<file path="src/rtl/csa_4bit_6oper.sv">
// Six-operand unsigned adder: three levels of 3:2 carry-save compressors
// feeding one ripple carry-propagate adder, with a single output register.
module csa_4bit_6oper #(
    parameter int WIDTH = 4
) (
    input  logic               clk,
    input  logic               rst_n,
    input  logic               in_valid,
    input  logic [WIDTH-1:0]   operA,
    input  logic [WIDTH-1:0]   operB,
    input  logic [WIDTH-1:0]   operC,
    input  logic [WIDTH-1:0]   operD,
    input  logic [WIDTH-1:0]   operE,
    input  logic [WIDTH-1:0]   operF,
    output logic [WIDTH+2:0]   result,
    output logic               out_valid
);

    localparam int RW = WIDTH + 3;

    logic [RW-1:0] w_a, w_b, w_c, w_d, w_e, w_f;
    logic [RW-1:0] w_s1, w_c1, w_s2, w_c2, w_s3, w_c3, w_s4, w_c4;
    logic [RW-1:0] w_sum;
    logic [RW-1:0] w_rc;

    logic [RW-1:0] r_result;
    logic          r_valid;

    assign w_a = {3'b000, operA};
    assign w_b = {3'b000, operB};
    assign w_c = {3'b000, operC};
    assign w_d = {3'b000, operD};
    assign w_e = {3'b000, operE};
    assign w_f = {3'b000, operF};

    // Each level is a row of full adders; carries move up one bit position.
    assign w_s1 = w_a ^ w_b ^ w_c;
    assign w_c1 = ((w_a & w_b) | (w_a & w_c) | (w_b & w_c)) << 1;
    assign w_s2 = w_d ^ w_e ^ w_f;
    assign w_c2 = ((w_d & w_e) | (w_d & w_f) | (w_e & w_f)) << 1;

    assign w_s3 = w_s1 ^ w_c1 ^ w_s2;
    assign w_c3 = ((w_s1 & w_c1) | (w_s1 & w_s2) | (w_c1 & w_s2)) << 1;

    assign w_s4 = w_s3 ^ w_c3 ^ w_c2;
    assign w_c4 = ((w_s3 & w_c3) | (w_s3 & w_c2) | (w_c3 & w_c2)) << 1;

    // Final ripple adder; the carry out of the top bit is always zero.
    assign w_rc[0] = 1'b0;
    for (genvar i = 0; i < RW; i++) begin : g_cpa
        assign w_sum[i] = w_s4[i] ^ w_c4[i] ^ w_rc[i];
        if (i < RW - 1) begin : g_carry
            assign w_rc[i+1] = (w_s4[i] & w_c4[i]) | (w_s4[i] & w_rc[i]) | (w_c4[i] & w_rc[i]);
        end
    end

    always_ff @(posedge clk) begin
        if (!rst_n) begin
            r_result <= '0;
            r_valid  <= 1'b0;
        end else begin
            r_valid <= in_valid;
            if (in_valid) begin
                r_result <= w_sum;
            end
        end
    end

    assign result    = r_result;
    assign out_valid = r_valid;

endmodule

</file>
<file path="config.mk">
export PLATFORM = sky130hd
export DESIGN_NAME = csa_4bit_6oper
export DESIGN_NICKNAME = d
export VERILOG_FILES = /design/src/rtl/csa_4bit_6oper.sv
export SDC_FILE = /design/constraint.sdc
export NUM_CORES = 1
export LEC_CHECK = 0
export CORE_MARGIN = 2
export CORE_UTILIZATION = 43
export DETAILED_ROUTE_END_ITERATION = 10
export GPL_ROUTABILITY_DRIVEN = 0
export PLACE_DENSITY = 0.83
export SLEW_MARGIN = 20
export SYNTH_ARGS = -nofsm -noshare
export SYNTH_HDL_FRONTEND = slang
export SYNTH_SLANG_ARGS = --single-unit
</file>
<file path="constraint.sdc">
create_clock -name clk -period 5.4 [get_ports clk]
set_input_delay 1.08 -clock clk [delete_from_list [all_inputs] [get_ports clk]]
set_output_delay 1.08 -clock clk [all_outputs]
set_load 0.01 [all_outputs]
</file>
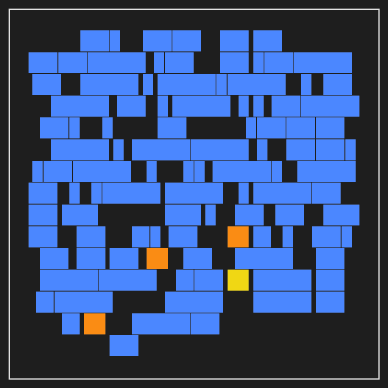
(images/drive_strength.png)
(8 px per um)
Blue shows drive 1 or less, cells 101, most used clkdlybuf4s50_1. Yellow shows drive 2, cells 1, most used and2_2. Orange shows drive 3 to 4, cells 3, most used clkbuf_4.
final setup slack of the worst path: 1.064 ns
buffer count excluding the clock tree in the final layout: 34
cell area after layout: 0.001132 sq mm

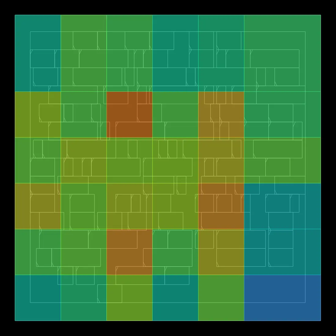
(images/final_congestion.png)
total global-route track usage: 0.1336
M1 GR Usage: 0.1407

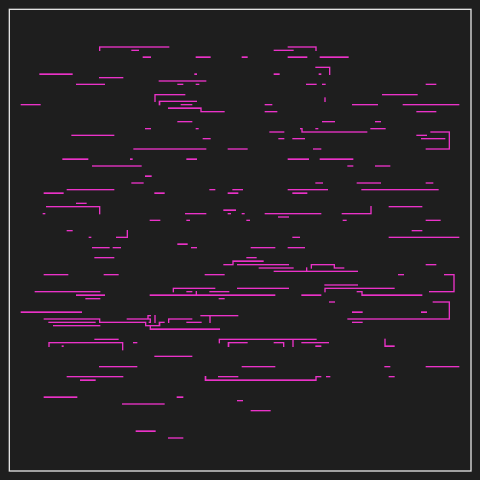
(images/met1.png)
(10 px per um)
The layer carries 434 um of wire. The wires run mostly horizontal. 128 nets have wire on it. The layer holds 35% of the routed length.

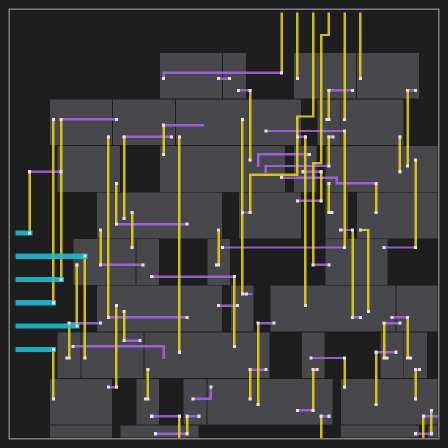
(images/zoom.png)
Region (0, 21) to (25, 46) um. Cells in grey, sequential cells in the stronger grey; small squares are vias.
Purple shows met1. Cyan shows met3. Yellow shows met2.
Most frequent: inv_1 (13), clkdlybuf4s50_1 (12), fa_1 (10). 35 logic cells have their middle in the window. Sequential cells in the window: 0.

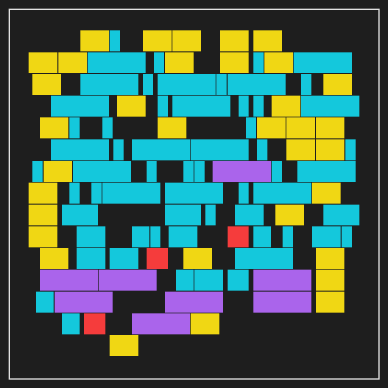
(images/cell_classes.png)
(8 px per um)
Cyan shows all other logic, cells 60, share of their area 53%. Purple shows flops, cells 8, share of their area 14%. Red shows cells driving clock nets, cells 3, share of their area 2.0%. Yellow shows other buffers and delay cells, cells 34, share of their area 31%.

==> impl_report.txt <==
=== SYNTHESIS / PLACE & ROUTE SUMMARY ===
----------------------------------------------------
[Power]
  Max VDD drop ........................ 0.2312 mV
  Internal power summed over all cells ........................ 0.2000 mW
  Total net switching power ........................ 0.1077 mW
  Relative contribution of combinational cells to total power ........................ 0.588

[STA]
  Post-route clock period utilization ........................ 0.8030
  Final slew viol count ........................ 0
  Transition time at the pin with the least slew margin ........................ 0.4077 ns
  Final critical delay including setup and external delays ........................ 4.336 ns
  Max transition margin ........................ 0.7274

[Global routing]
  Via count of the first global-routing pass ........................ 563
  Maximum number of pins on one net before global-route repair ........................ 11

[Layout]
  Flip-flop count of the largest register, all copies and words added ........................ 7
  Final core area utilization ........................ 0.6704
  Count of filler cells inserted in the layout ........................ 146
  Cell group occupying the most layout area ........................ combinational gates
  Most common library cell in the layout ignoring fill and taps ........................ clkdlybuf4s50_1
  Multi-input gate share of the layout cell area ........................ 0.4365

[Floorplanning]
  Number of placement rows ........................ 15
  Die W ........................ 46.03 um
  Number of top-level pins ........................ 35
  Well-Tap Cells ........................ 17

[Critical path]
  Nature of the critical path startpoint ........................ input port
  Critical path data arrival time ........................ 4.47 ns
  Class of the most critical setup path ........................ input port to flip-flop
  Crit path required time ........................ 5.54 ns
  Flop2flop setup slack ........................ 4.79 ns
  Max FO, Critical Path ........................ 1
  Crit path max-delay cell type ........................ fa_1
  Number of buffer and inverter stages on the critical path ........................ 5

[Yosys]
  Post-Synthesis Net Count ........................ 116
  Cell with the most instances after synthesis ........................ inv_1
  Count of cell types in the netlist ........................ 10
  Primary flip-flop cell chosen by synthesis mapping ........................ dfxtp_1
  Adder share ........................ 0.4975
  Cells after synthesis ........................ 69
  Library cell occupying the most area in the post-synthesis netlist ........................ fa_1
  Area share of and-or/or-and cells after synthesis ........................ 0.02636
  Mapped cell area ........................ 759.5 sq um

[Clock tree]
  Clock latency on the worst-skew pair ........................ 0.25 ns
  Clk root buf ........................ clkbuf_4

[Routing]
  First-pass detailed-route iteration total ........................ 3
  Final wirelength ........................ 1236 um
  Routed length on met2 ........................ 666 um
  Post-route met1 wirelength ........................ 434 um
  Average routed wire per standard cell ........................ 10.13 um
  Routed vias/inst ........................ 4.484

[Run status]
  Outcome ........................ completed

[Hold path]
  Endpoint, Worst Hold ........................ result[1]

----------------------------------------------------
through the flow:
stage               hold slack, ns  area (sq um)  cells
global placement            0.4675          1110    119
finish                      0.4821          1132    122
global route                0.5240          1132    122
floorplan                   0.5195         759.5     69
CTS                         0.4889          1132    122
detailed placement          0.4761          1110    119
power groups by stage:
| stage | registers [mW] | logic (mW) | clock network, mW |
|---|---|---|---|
| finish | 0.0826 | 0.181 | 0.0441 |
| detailed placement | 0.0839 | 0.187 | 0 |
| global route | 0.0845 | 0.211 | 0.0503 |
| floorplan | 0.0910 | 0.103 | 0 |
| global placement | 0.0837 | 0.182 | 0 |
| CTS | 0.0830 | 0.188 | 0.0463 |
layer usage:
layer	up-vias	global-route usage
met5	-	0
met4	0	0.01714
met3	0	0.06746
met2	24	0.2417
met1	258	0.1407
li1	265	-
Power figures rest on the tool's default switching activity, not on a simulated workload.
